**Run 1: power grid**

The bar under the picture is 20 µm long. Pins as bars on the die edge.
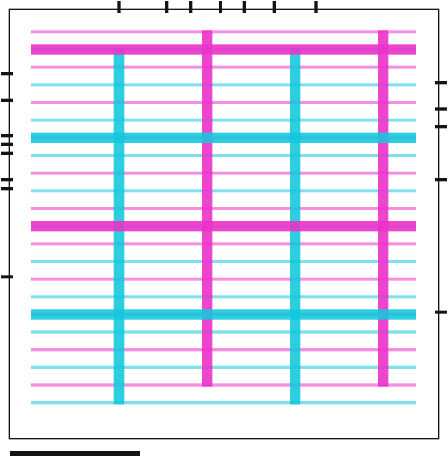
**Run 1: cells coloured by class**

The bar under the picture is 20 µm long.
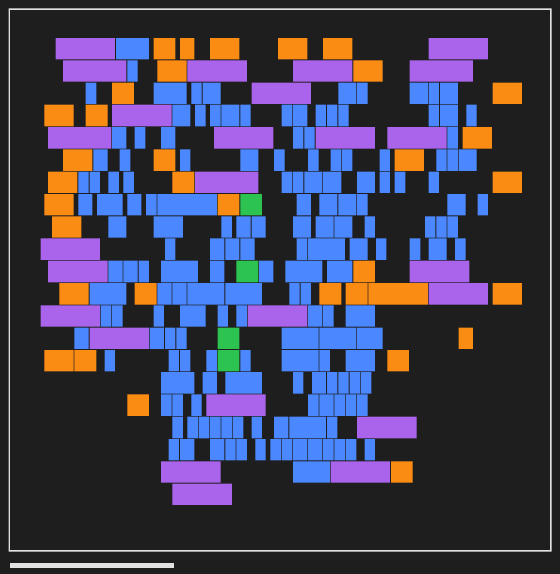
**Run 1: clock wires, drivers and flops**

The bar under the picture is 20 µm long.
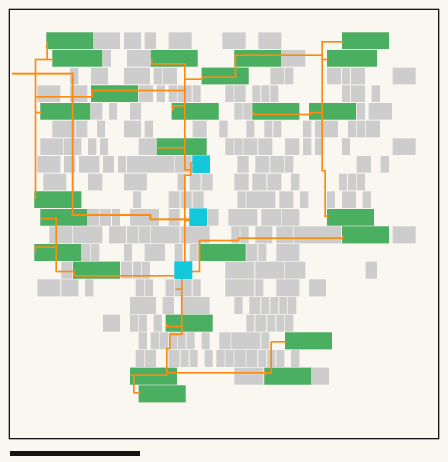
$ cat src/rtl/conv_pkg.sv
// Shared types and width helpers for the convolution window controller.
// Contents:
//   win_state_t  - controller state encoding
//   cnt_w()      - counter width for a dimension (at least 1 bit)
//   DEF_*        - default geometry (28x28 image, 5x5 window)
package conv_pkg;

  typedef enum logic [1:0] {
    IDLE  = 2'd0,
    RUN   = 2'd1,
    DRAIN = 2'd2,
    DONE  = 2'd3
  } win_state_t;

  localparam int unsigned DEF_IMG_W = 28;
  localparam int unsigned DEF_IMG_H = 28;
  localparam int unsigned DEF_K     = 5;

  // Bits needed to count 0..n-1, never less than one bit.
  function automatic int unsigned cnt_w(input int unsigned n);
    return (n < 2) ? 1 : $clog2(n);
  endfunction

endpackage

$ cat src/rtl/rc_counter.sv
// 2-D raster row/col counter.
// Ports:
//   clk, rst  - clock, synchronous active-high reset
//   inc       - advance one position (col first, row on col wrap)
//   row, col  - current position
//   last_c    - combinational: position is (ROWS-1, COLS-1)
// The counter wraps to (0,0) after the last position.
module rc_counter
  import conv_pkg::*;
#(
  parameter  int unsigned COLS = DEF_IMG_W,
  parameter  int unsigned ROWS = DEF_IMG_H,
  localparam int unsigned CW   = cnt_w(COLS),
  localparam int unsigned RW   = cnt_w(ROWS)
) (
  input  logic          clk,
  input  logic          rst,
  input  logic          inc,
  output logic [RW-1:0] row,
  output logic [CW-1:0] col,
  output logic          last_c
);

  logic [RW-1:0] row_q, row_d;
  logic [CW-1:0] col_q, col_d;
  logic          col_last;
  logic          row_last;

  assign col_last = (col_q == CW'(COLS - 1));
  assign row_last = (row_q == RW'(ROWS - 1));
  assign last_c   = col_last & row_last;
  assign row      = row_q;
  assign col      = col_q;

  // Next position: column wraps into the next row, last row wraps to 0.
  always_comb begin
    row_d = row_q;
    col_d = col_q;
    if (inc) begin
      if (col_last) begin
        col_d = '0;
        row_d = row_last ? '0 : row_q + RW'(1);
      end else begin
        col_d = col_q + CW'(1);
      end
    end
  end

  always_ff @(posedge clk) begin
    if (rst) begin
      row_q <= '0;
      col_q <= '0;
    end else begin
      row_q <= row_d;
      col_q <= col_d;
    end
  end

endmodule

$ cat src/rtl/conv_window_ctrl.sv
// Frame sequencer for the KxK line-buffer window feeding the MAC array.
// Ports:
//   clk, rst              - clock, synchronous active-high reset
//   start                 - begin a frame (only honoured in IDLE)
//   in_valid / in_ready   - pixel source handshake (in_ready combinational)
//   buf_en                - line buffer / window register shift enable (= accept)
//   win_valid / win_ready - window handshake toward the MAC array
//   win_row, win_col      - top-left coordinate of the presented window
//   busy                  - controller is not IDLE
//   frame_done            - one-cycle pulse once the last window is consumed
module conv_window_ctrl
  import conv_pkg::*;
#(
  parameter  int unsigned IMG_W = DEF_IMG_W,
  parameter  int unsigned IMG_H = DEF_IMG_H,
  parameter  int unsigned K     = DEF_K,
  localparam int unsigned CW    = cnt_w(IMG_W),
  localparam int unsigned RW    = cnt_w(IMG_H)
) (
  input  logic          clk,
  input  logic          rst,
  input  logic          start,
  input  logic          in_valid,
  output logic          in_ready,
  output logic          buf_en,
  output logic          win_valid,
  input  logic          win_ready,
  output logic [RW-1:0] win_row,
  output logic [CW-1:0] win_col,
  output logic          busy,
  output logic          frame_done
);

  win_state_t    state_q, state_d;
  logic          win_valid_q, win_valid_d;
  logic [RW-1:0] win_row_q, win_row_d;
  logic [CW-1:0] win_col_q, win_col_d;
  logic          busy_q, busy_d;
  logic          frame_done_q, frame_done_d;

  logic          accept;
  logic          qualify;
  logic          last_px;
  logic [RW-1:0] r;
  logic [CW-1:0] c;

  // A pending unconsumed window stalls the source and freezes the buffers.
  assign in_ready = (state_q == RUN) & (~win_valid_q | win_ready);
  assign accept   = in_valid & in_ready;
  assign buf_en   = accept;

  // Column gate also excludes windows that would straddle two rows.
  assign qualify  = accept & (r >= RW'(K - 1)) & (c >= CW'(K - 1));

  rc_counter #(
    .COLS (IMG_W),
    .ROWS (IMG_H)
  ) u_rc (
    .clk    (clk),
    .rst    (rst),
    .inc    (accept),
    .row    (r),
    .col    (c),
    .last_c (last_px)
  );

  // Next state and registered output values.
  always_comb begin
    state_d     = state_q;
    win_valid_d = win_valid_q;
    win_row_d   = win_row_q;
    win_col_d   = win_col_q;

    unique case (state_q)
      IDLE:    if (start) state_d = RUN;
      RUN:     if (accept && last_px) state_d = DRAIN;
      DRAIN:   if (!win_valid_q || win_ready) state_d = DONE;
      DONE:    state_d = IDLE;
      default: state_d = IDLE;
    endcase

    // New window replaces a consumed one in the same cycle, without a bubble.
    if (qualify) begin
      win_valid_d = 1'b1;
      win_row_d   = r - RW'(K - 1);
      win_col_d   = c - CW'(K - 1);
    end else if (win_ready) begin
      win_valid_d = 1'b0;
    end

    busy_d       = (state_d != IDLE);
    frame_done_d = (state_d == DONE);
  end

  always_ff @(posedge clk) begin
    if (rst) begin
      state_q      <= IDLE;
      win_valid_q  <= 1'b0;
      win_row_q    <= '0;
      win_col_q    <= '0;
      busy_q       <= 1'b0;
      frame_done_q <= 1'b0;
    end else begin
      state_q      <= state_d;
      win_valid_q  <= win_valid_d;
      win_row_q    <= win_row_d;
      win_col_q    <= win_col_d;
      busy_q       <= busy_d;
      frame_done_q <= frame_done_d;
    end
  end

  assign win_valid  = win_valid_q;
  assign win_row    = win_row_q;
  assign win_col    = win_col_q;
  assign busy       = busy_q;
  assign frame_done = frame_done_q;

endmodule
$ cat config.mk
export PLATFORM = sky130hd
export DESIGN_NAME = conv_window_ctrl
export DESIGN_NICKNAME = d
export VERILOG_FILES = /design/src/rtl/conv_pkg.sv /design/src/rtl/rc_counter.sv /design/src/rtl/conv_window_ctrl.sv
export SDC_FILE = /design/constraint.sdc
export NUM_CORES = 1
export LEC_CHECK = 0
export ABC_AREA = 1
export ABC_CLOCK_PERIOD_IN_PS = 1600
export CAP_MARGIN = 15
export CORE_MARGIN = 3
export CORE_UTILIZATION = 40
export CTS_CLUSTER_SIZE = 28
export DETAILED_ROUTE_END_ITERATION = 10
export PLACE_DENSITY = 0.61
export SLEW_MARGIN = 10
export SYNTH_ARGS = -nofsm -noshare
export SYNTH_HDL_FRONTEND = slang
export SYNTH_SLANG_ARGS = --single-unit
$ cat constraint.sdc
create_clock -name clk -period 1.6 [get_ports clk]
set_input_delay 0.32 -clock clk [delete_from_list [all_inputs] [get_ports clk]]
set_output_delay 0.32 -clock clk [all_outputs]
set_load 0.005 [all_outputs]
==> summary.txt, run 1 <==
Purpose: to document the outcome of synthesis and place and route.

Run status
The flow ran to the end, and the final reports show no timing, DRC or antenna violations.

Clock tree
The clock tree root driver cell is sky130_fd_sc_hd__clkbuf_4. The clock tree from TritonCTS is yes. The H-tree depth is 1. The insertion delay of the later-clocked pin in the worst-skew pair is roughly 0.32 ns. The hold buffer count at CTS is 0.

STA
Dividing the final minimum period by the clock period gives 95.30%. Per the final report, max-transition violations number 0. The final timing report lists a hold violation count of 0. The shortest clock period the worst path allows after layout is around 1.5 ns. Setup repair after global routing left no endpoint under its margin. In this build the clock could be raised as far as approximately 660 MHz. For the pin with the worst max-slew slack, the measured transition is between 0.2 and 0.25 ns.

The final count of negative-setup-slack endpoints is 0. Across the routed clock network, the largest skew measured is slightly above 0.006 ns.

Setup path
Traced cell by cell, the critical path runs through clkdlybuf4s50_1. The worst setup path is of the flip-flop to primary output kind. The report shows a maximum critical-path fanout of 3. The arrival time at the worst endpoint is about 1.2 ns. The worst stage delay on the critical path is approximately 0.5 ns. Data on the critical path is required at its endpoint by roughly 1.3 ns. The endpoint type of the worst setup path is a primary output.

Place
The number of instances in the placed design is roughly 270. The detailed-placement wirelength estimate is roughly 2.3 mm.

Finish
The number of sequential cells is 25. With fillers left out, the area of the finished cells amounts to 1804 µm². The number of multi-input combinational cells is between 100 and 150. The flip-flop and latch area is about 510 µm². The fraction of standard cell area in multi-input logic is between 40% and 50%. Counting the clock-network buffers in the layout gives 3. In the final layout, the share of cells above drive strength 1 is roughly a fifth. The non-clock inverter count in the final layout is 39.

The most common logic cells in the final layout are sky130_fd_sc_hd__inv_1, sky130_fd_sc_hd__nand2_1, sky130_fd_sc_hd__nor2_1, sky130_fd_sc_hd__dfxtp_1, sky130_fd_sc_hd__clkdlybuf4s50_1. The number of antenna repair diodes is 0. The finished layout holds 278 standard cells, fillers aside.

Routing
The highest metal layer used by the detailed router is met4. The final layout contains routed wiring with a total length of 2.942 mm. In the detailed route, the total length drawn on met3 is about 120 µm. For this block, wires on met1 add up to roughly 1.4 mm. The per-cell via count in the routed design is around 4.6.

According to the report, the first pass of detailed routing completed in 4 iterations. The routed length on met2 is roughly 1.4 mm.

Synthesis
The summed standard-cell area reported by yosys is 1436 µm². Before any placement, the netlist area is recorded as about 1400 µm². The main area contributors are sky130_fd_sc_hd__dfxtp_1, sky130_fd_sc_hd__ha_1, sky130_fd_sc_hd__nand2_1. Sequential elements use between 30% and 40% of the synthesized area.

The cell type with the highest aggregate area in the netlist is sky130_fd_sc_hd__dfxtp_1. The synthesized netlist was found by Yosys to have 199 cells. Synthesis produced a netlist with a net count of ~220.

Global route
Looking at the global route congestion table, the highest-usage layer is met2. In the global route stage, met3 resource usage came out at 2.891%. The total global routing track utilization is 15.47%. The via count of the first global-routing pass was roughly 1200.

Routing resource usage on met2 recorded by global route was 24.53%. Entering global routing, the biggest net connects 19 pins. The first-pass GRT wire length is 5.188 mm.

Run
The warning total across the stage logs is 34. The tool flagged a number of max-cap violations equal to 0.

Floorplan
Before placement the cells fill between 40 and 50% of the core. 20 I/O pins were placed. The inserted tap cell count is ~46.

Power and ir drop
Registers are responsible for between 50% and 60% of the overall power. The net switching power is roughly 280 µW. The leakage power of the design is 0.8263 nW.

The cell-internal power is between 700 and 800 µW.

Worst hold path
The type recorded for the worst min-delay path is flip-flop to flip-flop.
Notes on 'power grid' above:
legend:
  cyan:
    net: VSS
  magenta:
    net: VDD
met5 straps: 4
signal pins: 20
met1 rails: 22
met4 straps: 4
rows: 21
maximum vdd drop: 0.3148 mV
chip width: 65.93 µm
floorplan core area: 3390 µm²
y dimension of the die: 65.93 µm

Notes on 'cells coloured by class' above:
legend:
  blue:
    class: all other logic
    cells: 169
  orange:
    class: other buffers and delay cells
    cells: 34
  purple:
    class: flip-flops
    cells: 25
  green:
    class: clock drivers and dummy loads
    cells: 4

Notes on 'clock wires, drivers and flops' above:
legend:
  cyan:
    item: cells driving clock nets
    count: 3
  orange:
    item: clock wires
    length: 343 µm
  green:
    item: flip-flops
    count: 25
flops lie: widely spread

run 1: sequential cells by signal, summed over array words and instances (netlist names):
register    flops
state_q         2
frame_done      1
u_rc.col        5
busy            1
win_col         5
win_valid       1
u_rc.row        5
win_row         5
run 1: cell families after synthesis:
logic type	share of synthesized area, %
AND-OR/OR-AND	4.442
flip-flops	34.84
buffers and inverters	12.46
adder cells (fa/ha/maj)	10.45
XOR/XNOR	1.830
AND/OR/NAND/NOR	35.98
run 1: Yosys cell counts (all sizes together):
cell type	instances
a21oi	8
buf	4
clkbuf	1
dfxtp	25
ha	12
inv	39
nand2	46
nand3	19
nand4	9
nor2	27
nor3	2
o2111ai	1
o21ai	3
xnor2	2
xor2	1
run 1: final timing paths:
path / from / to / slack [ns] / cells past startpoint
setup / recovery: win_valid / win_valid / 0.08 / 1
hold / removal: win_row[2] / win_row[2] / 0.46 / 2
setup reg to reg: u_rc.col[2] / u_rc.row[1] / 0.18 / 7
hold reg to reg: win_row[2] / win_row[2] / 0.46 / 2
run 1: power by group through the flow:
stage          sequential, mW  clock, mW  combinational (mW)
6_report                0.637      0.302               0.129
5_1_grt                 0.639      0.347               0.145
4_1_cts                 0.637      0.315               0.125
3_5_place_dp            0.650          0               0.127
3_3_place_gp            0.650          0               0.126
2_1_floorplan           0.650          0              0.0716
run 1: stage by stage:
stage	util [%]	total power [mW]	setup WS (ns)	hold slack (ns)
after floorplan	-	0.7220	0.2644	0.4373
after global placement	52.20	0.7763	-0.3434	0.4373
after detailed placement	52.20	0.7779	-0.3623	0.4402
after CTS	53.01	1.077	0.02774	0.4621
after global routing	53.23	1.130	0.002909	0.5133
final	53.23	1.069	0.07523	0.4604
run 1: what timing repair did:
action	CTS	global route
cloned	0	0
pin swaps	0	2
setup endpoints to repair	2	5
setup buffers	0	1
resized	7	5
**Run 1: metal layers overlaid**

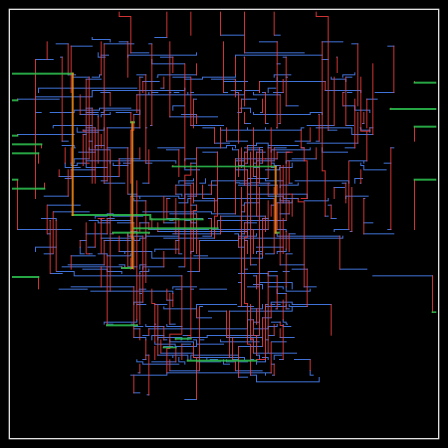

==> run 2: changes to the inputs <==
==> constraint.sdc (replaced) <==
create_clock -name clk -period 1.6 [get_ports clk]
set_input_delay 0.32 -clock clk [delete_from_list [all_inputs] [get_ports clk]]
set_output_delay 0.32 -clock clk [all_outputs]
set_load 0.1 [all_outputs]
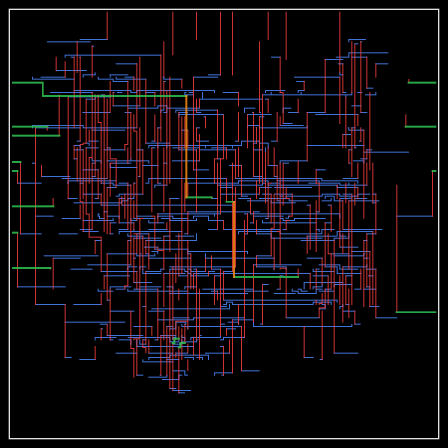
**Above:** run 2 (metal layers overlaid).
legend:
  red:
    layer: met2
    wire_length: 1680 µm
  green:
    layer: met3
    wire_length: 88.9 µm
  blue:
    layer: met1
    wire_length: 1420 µm
  orange:
    layer: met4
    wire_length: 27.2 µm
overall routing resource usage: 16.36%
post-detailed-routing wire length: 3.216 mm
per-cell routed wire length: 11.57 µm

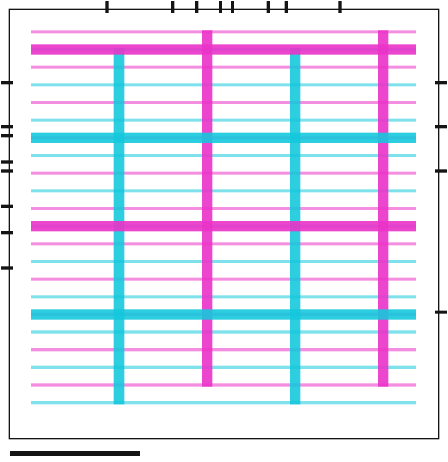
**Above:** run 2 (power grid).
The bar under the picture is 20 µm long. Pins as bars on the die edge.
legend:
  cyan:
    net: VSS
  magenta:
    net: VDD
signal pins: 20
met5 straps: 4
rows: 21
met4 straps: 4

==> run 2 against run 1 <==
  * Total power increased by 6.6%
  * Final area grew 9.8%
  * Combinational power is 67% higher
  * Highest routed layer unchanged
  * Critical path type is now input port to primary output
  * Area after synthesis did not move
  * Fmax decreased by 1.6%
  * Clock skew grew 0.0010 ns
  * Clock power fell by 5%
  * Worst hold slack better by 0.034 ns
==> summary.txt, run 2 <==
Purpose: to document the outcome of synthesis and place and route.

Setup path
On the critical path the data arrives at around 1.2 ns. The source of the critical timing path is in_valid. Looking at the reg2reg group, the worst path starts from u_rc.col[3]. The class of the most critical setup path is input port to primary output.

The worst-path maximum fanout is 2. STA classifies the critical path endpoint as a primary output. The setup slack on the worst flop-to-flop path is ~0.14 ns. The terminus of the critical flop-to-flop path is win_row[3]. The length in cells of the worst reg-to-reg path is 8.

Per STA, the endpoint of the critical path is buf_en. The required time of the worst setup path is around 1.3 ns.

Floorplan
The overall chip area is between 4000 and 5000 µm². According to the I/O placement log, the pin count is 20. The x dimension of the die is around 66 µm.

In this run the standard cell core region covers 3390 µm². The height of the chip is 65.93 µm. Before placement the cells fill a little over two fifths of the core.

Global route
The pin count of the biggest net entering global routing is 14. The global routing usage on met1 is roughly a fifth. The met2 usage in global routing is ~30%. The via count of the first global-routing pass came to 1302. The layer with the highest usage after global routing is met2. Global routing finished with a remaining overflow of 0. The met3 demand-to-capacity share in global routing is 3.741%.

STA
The shortest clock period the worst path allows after layout is 1.550 ns. The number of max-slew violations in the final report is 0. The final hold violation count recorded for this run is 0. In the post-route analysis, the smallest setup slack over all paths is 0.04975 ns. The transition time recorded at the tightest slew-check pin is ~0.34 ns. The last timing report of the flow puts the setup violation total at 0.

The maximum achievable frequency is ~650 MHz. The final timing report lists clock skew as roughly 0.0070 ns. The post-layout period usage of the worst path is about 97%.

Clock tree
TritonCTS built the clock tree. The tree is rooted in a sky130_fd_sc_hd__clkbuf_4. The CTS clock-pin slew for the worst setup and hold paths is 0.13 ns. The later pin in the worst-skew pair is clocked with a latency of approximately 0.32 ns. The hold buffer count at CTS is 0. The number of sinks on the clock net is 25.

Run
The number of warnings reported in the stage logs is 34. Max-cap violations in this run came to 0.

Power and ir drop
In the power breakdown, the biggest contributor is registers. The portion of total power attributed to the clock network is 25.2%. The part of the total power dissipated in sequential elements is a little under three fifths. The flow reports power dissipated in the clock network as 287 µW. Combinational power for this build is ~220 µW. The internal power of the cells totals 809.6 µW.

The net switching power in the latest report is 329.8 µW. The power report puts the leakage power at 0.8956 nW. Sequential power for this build is approximately 640 µW.

The analysis reports a worst IR drop on VDD of ~0.48 mV.

Worst hold path
In this run the most critical hold path is launched from win_row[2]. The min-delay analysis places its worst path in the category flip-flop to flip-flop.

Synthesis
The yosys stat cell total is 199. Yosys mapped a number of flops with a built-in enable equal to 0. Sequential elements use roughly a third of the synthesized area. The cell type with the highest aggregate area in the netlist is sky130_fd_sc_hd__dfxtp_1. Grouping non-sequential cells by family puts the most area in simple AND/OR/NAND/NOR gates. In this run, the synthesized area fraction spent on AND-OR/OR-AND gates is recorded as approximately 4.4%. The netlist area before placement is between 1000 and 1500 µm². The most used standard cell by instance count after synthesis is sky130_fd_sc_hd__nand2_1. Per the synth stats, the proportion of register bits with asynchronous set or reset is 0%. The XOR/XNOR share of the synthesized area is ~1.8%. The synthesized net count is 216.

Ranked by instance count, the synthesized netlist is headed by sky130_fd_sc_hd__nand2_1, sky130_fd_sc_hd__inv_1, sky130_fd_sc_hd__dfxtp_1. The portion of netlist area occupied by mux cells is 0%. After Yosys synthesis, and, or, nand and nor cells account for about 36% of the synthesized area. The adder-cell area share of the yosys netlist is a little over a tenth.

Routing
For this block, wires on met1 add up to roughly 1.4 mm. After detailed routing, no signal wire sits above met4. The first-pass detailed-route iteration total is 4. Per the detail_route log, met3 wirelength is approximately 88 µm. The per-cell via count in the routed design is 4.698.

Summed over all nets, wire length on met2 after detailed routing comes to ~1.7 mm.

Finish
In the final layout, the share of cells above drive strength 1 is about a quarter. The number of fill cells in the layout is roughly 310. By instance count after routing, the leading logic cell types are sky130_fd_sc_hd__nand2_1, sky130_fd_sc_hd__inv_1, sky130_fd_sc_hd__nor2_1, sky130_fd_sc_hd__dfxtp_1, sky130_fd_sc_hd__buf_12. 0 antenna diodes ended up in the layout.

Place
The post-placement setup slack is -0.1799 ns. The detailed-placement wirelength estimate is between 2 and 2.5 mm.

Run status
The flow ran to the end, and the final reports show no timing, DRC or antenna violations.
## run 2: metrics by stage
| stage | cell area (µm²) | hold slack, ns | utilization, % | instances | power [mW] |
|---|---|---|---|---|---|
| floorplan | 1444 | 0.4627 | - | 199 | 0.7801 |
| global placement | 1917 | 0.4729 | 56.55 | 270 | 0.8558 |
| detailed placement | 1917 | 0.4790 | 56.55 | 270 | 0.8570 |
| CTS | 1969 | 0.4986 | 58.10 | 277 | 1.162 |
| global route | 1981 | 0.5135 | 58.43 | 278 | 1.189 |
| finish | 1981 | 0.4947 | 58.43 | 278 | 1.139 |
## run 2: timing repair
action                     CTS  global route
cloned                       0             0
setup endpoints to repair    2             4
pin swaps                    4             3
buffers inserted             3             1
resized                      6             2
## run 2: logic make-up after synthesis
logic type / Yosys count
simple gates: 103
buf+inv: 44
flops: 25
compound gates: 12
fa+ha+maj: 12
xor+xnor: 3
## run 2: worst max-delay path, stage by stage
cell and delay [ns]:
sky130_fd_sc_hd__clkdlybuf4s50_1 0.48, sky130_fd_sc_hd__inv_1 0.10, sky130_fd_sc_hd__nor2_8 0.14, sky130_fd_sc_hd__buf_12 0.18
## run 2: cell type report
type                       instances  area [µm²]  share of cell area [%]
multi-input combinational        130       759.5                   38.34
tap                               46       57.56                   2.906
inverter                          39       150.1                   7.581
sequential                        25       510.5                   25.77
timing repair buffer              34       476.7                   24.07
clock buffer                       4       26.28                   1.327
## run 2: worst min path at each step
stage | end | slack [ns] | depth (start not counted)
6_report | win_row[2] | 0.49 | 2
2_1_floorplan | u_rc.col[0] | 0.46 | 2
3_3_place_gp | u_rc.col[0] | 0.47 | 2
4_1_cts | u_rc.col[0] | 0.50 | 2
3_5_place_dp | u_rc.col[0] | 0.48 | 2
5_1_grt | win_row[2] | 0.51 | 2
==> run 3: changes to the inputs <==
--- a/config.mk
+++ b/config.mk
@@ -10,7 +10,7 @@
 export CAP_MARGIN = 15
 export CORE_MARGIN = 3
 export CORE_UTILIZATION = 40
-export CTS_CLUSTER_SIZE = 28
+export CTS_CLUSTER_SIZE = 25
 export DETAILED_ROUTE_END_ITERATION = 10
 export PLACE_DENSITY = 0.61
 export SLEW_MARGIN = 10
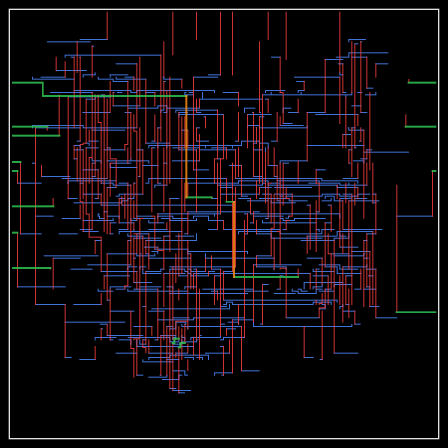
**Above:** run 3 (metal layers overlaid).
legend:
  green:
    layer: met3
    wire_length: 88.9 µm
  blue:
    layer: met1
    wire_length: 1420 µm
  orange:
    layer: met4
    wire_length: 27.2 µm
  red:
    layer: met2
    wire_length: 1680 µm

==> run 3 against run 2 <==
  * Area after synthesis stayed put
  * Fmax stayed put
  * Register-to-register slack hardly changed
  * Critical path depth stayed put
  * Clock skew stayed put
  * Non-clock buffer count stayed put
  * Utilization stayed put
  * Combinational power hardly changed
  * Clock-buffer cell count stayed put
  * Critical path type unchanged
  * First-iteration DRC count stayed put
==> summary.txt, run 3 <==
Purpose: to document the outcome of synthesis and place and route.

Run status
The run finished with clean final reports.

Synthesis
After synthesis, the cell types taking the most area are sky130_fd_sc_hd__dfxtp_1, sky130_fd_sc_hd__ha_1, sky130_fd_sc_hd__nand2_1. The cell area that synthesis handed to floorplanning was 1436 µm². The area fraction of the dominant cell type after synthesis is 34.84%. Looking at the cell usage after synthesis, the top flip-flop cell is sky130_fd_sc_hd__dfxtp_1.

The most used standard cell by instance count after synthesis is sky130_fd_sc_hd__nand2_1. The number of standard cells after synthesis is between 150 and 200. Per the Yosys statistics, synthesis produced roughly 200 cells. Summing all multiplexer cells gives an area fraction of 0%. The synthesis run shows the most used standard cells to be sky130_fd_sc_hd__nand2_1, sky130_fd_sc_hd__inv_1, sky130_fd_sc_hd__dfxtp_1. The summed standard-cell area reported by yosys is approximately 1400 µm². The count of cell types in the netlist is 24. The fraction of the mapped netlist area in simple logic gates is around 36%.

The synthesized net count is around 220. Yosys mapped a number of flops with a built-in enable equal to 0. The adder-cell area share of the yosys netlist is 10.45%. The cell type with the highest aggregate area in the netlist is sky130_fd_sc_hd__dfxtp_1. The fraction of synthesis flops using an asynchronous set or reset pin is 0%. In the synthesized netlist, the dominant kind of combinational cell is simple AND/OR/NAND/NOR gates. Per the synth log, the flip-flop and latch total comes to 25.

The count of warnings emitted by yosys is 0. The XOR/XNOR share of the synthesized area is 1.829%. For this run, the register share of the synthesized area comes to approximately a third. The average instance in the mapped netlist occupies between 7 and 8 µm². The synthesized-area fraction occupied by ao, oa, aoi and oai cells is roughly 4.4%.

Run
The number of warnings reported in the stage logs is 34. The reported max-cap violation count is 0.

Routing
Per the detail_route report, DRC violations left total 0. Detailed-route iteration 0 reported a violation count of 59. The via count is 1306.

In the log, the iteration count for the first detailed-route pass is 4. Per the detailed-route log, wirelength across all metal layers totals around 3.2 mm. The per-cell via count in the routed design is 4.698.

In this run the remaining antenna-violating nets after routing total 0. The post-detailed-route wirelength per cell is around 12 µm.

STA
The post-layout worst setup margin is roughly 0.050 ns. The slew of the pin with the lowest slew margin is 0.3380 ns. Pins over their slew limit in the final report were tallied at 0. Endpoints failing hold in the final report were tallied at 0. The maximum achievable frequency is 645.1 MHz. Dividing the final minimum period by the clock period gives just under 100%.

Per the finish-stage timing summary, setup violations number 0. The clock period could shrink to approximately 1.6 ns. The worst pin sits at a relative slew slack of about 77%.

Floorplan
The standard cell core area is around 3400 µm². Measured along the x axis, the die boundary spans roughly 66 µm. The chip occupies 4346 µm². The floorplan step set the die height to between 60 and 70 µm. The count of boundary I/O pins is 20.

The initial core utilization is between 40% and 50%.

Clock tree
The clock tree root driver cell is sky130_fd_sc_hd__clkbuf_4. The number of clock sinks came to 25. The clock tree from TritonCTS is yes.

Per the CTS log, the maximum H-tree level is 1. In this run, post-CTS hold repair placed 0 buffers. The longest clock path from root to sink contains 2 buffers. The number of buffers inserted during clock tree synthesis is 3.

The CTS clock-pin slew for the worst setup and hold paths is 0.13 ns.

Finish
The final non-filler cell total is 278. The flip-flop and latch area is 510.5 µm². Per the final layout report, the fraction of cells sized above drive strength 1 comes to 26.72%. The most common library cell in the layout ignoring fill and taps is sky130_fd_sc_hd__nand2_1. Summing all non-filler instances in the final layout gives an area of 1981 µm². The post-layout net count is around 250.

The multi-input logic area is 759.5 µm². The number of fill cells in the layout is approximately 300. The number of antenna repair diodes is 0. The most common logic cells in the final layout are sky130_fd_sc_hd__nand2_1, sky130_fd_sc_hd__inv_1, sky130_fd_sc_hd__nor2_1, sky130_fd_sc_hd__dfxtp_1, sky130_fd_sc_hd__buf_12.

Global route
The via count of the first global-routing pass is ~1300. The overflow left after global routing is 0. The number of antenna violations at the first check in global routing came to 0.

The pin count of the biggest net entering global routing is 14. For this run, the total global-route usage over all layers was measured as roughly 16%. The first-pass GRT wire length is between 5 and 6 mm.

Worst hold path
The report gives the cell count of the worst hold path as 2. The launch instance of the worst min-delay path is win_row[2]. The endpoint of the worst hold path is reported as win_row[2]. The worst hold path belongs to the class flip-flop to flip-flop.

Setup path
The arrival time of data at the worst endpoint is listed as between 1 and 1.5 ns. The report shows a maximum critical-path fanout of 2. The worst setup path is of the input port to primary output kind. The source of the critical timing path is in_valid. The sort of element at the start of the critical path is an input port. The launching point of the worst reg2reg path is u_rc.col[3]. STA classifies the critical path endpoint as a primary output.

The endpoint of the most critical setup path is buf_en. The setup slack on the worst flop-to-flop path is approximately 0.14 ns. The length in cells of the worst reg-to-reg path is 8. The required time of the worst setup path is around 1.3 ns. The capture point of the worst register-to-register path is recorded as win_row[3].

Place
The detailed-placement wirelength estimate is about 2.5 mm. RePlAce ended its routability-driven mode at a weighted congestion of about 0.85. The number of instances in the placed design is ~270. Once placement finished, the instance area stood at ~1900 µm².

The post-placement setup slack is -0.1799 ns.

Power and ir drop
The worst-case vdd ir drop is just under 0.5 mV. The leakage power of the design is between 0.8 and 0.9 nW. The flow reported a cell area power density of 575.3 nW/µm².
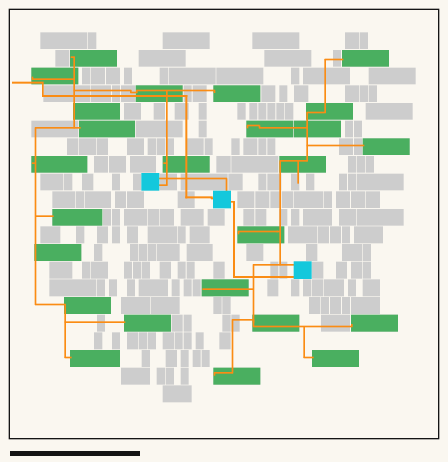
**Above:** run 3 (clock wires, drivers and flops).
The bar under the picture is 20 µm long.
P_clk: 287 µW
share of power burned in the clock network: 25.2%
clock latency on the worst-skew pair: 0.32 ns
worst-case clock skew: 0.007039 ns

-- run 3: layer usage --
| metal | vias up | global-route usage [%] | share of wire [%] |
|---|---|---|---|
| met5 | - | 0 | 0 |
| met4 | 0 | 3.109 | 0.84 |
| met3 | 4 | 3.741 | 2.7 |
| met2 | 18 | 30.41 | 52 |
| met1 | 600 | 18.94 | 44 |
| li1 | 684 | - | - |
-- run 3: through the flow --
step / power (mW) / hold slack (ns) / util [%]
after global placement: 0.8558 / 0.4729 / 56.55
after detailed placement: 0.8570 / 0.4790 / 56.55
after global routing: 1.189 / 0.5135 / 58.43
after floorplan: 0.7801 / 0.4627 / -
after CTS: 1.162 / 0.4986 / 58.10
final: 1.139 / 0.4947 / 58.43
-- run 3: where the power goes --
| part | switching (mW) | internal, mW |
|---|---|---|
| Combinational | 0.133 | 0.0820 |
| Sequential | 0.00704 | 0.630 |
| Clock | 0.189 | 0.0977 |
-- run 3: repair_timing --
| action | 4_1_cts | 5_1_grt |
|---|---|---|
| setup buffers | 3 | 1 |
| pin swaps | 4 | 3 |
| setup endpoints to repair | 2 | 4 |
| cloned | 0 | 0 |
| gates resized | 6 | 2 |
-- run 3: cells by family after synthesis --
family                     count (synthesis)
AOI/OAI and AO/OA                         12
xor gates and xnor gates                   3
adders and majority gates                 12
buffers and inverters                     44
DFF                                       25
and+or+nand+nor                          103
-- run 3: layout make-up --
class	instances	area share [%]
clock buffers	4	1.327
repair buffers	34	24.07
flip-flops and latches	25	25.77
multi-input cells	130	38.34
well taps	46	2.906
inverters	39	7.581
-- run 3: critical path: stages --
cell and delay [ns]:
sky130_fd_sc_hd__clkdlybuf4s50_1 0.48, sky130_fd_sc_hd__inv_1 0.10, sky130_fd_sc_hd__nor2_8 0.14, sky130_fd_sc_hd__buf_12 0.18
Power and IR drop assume default switching activity.
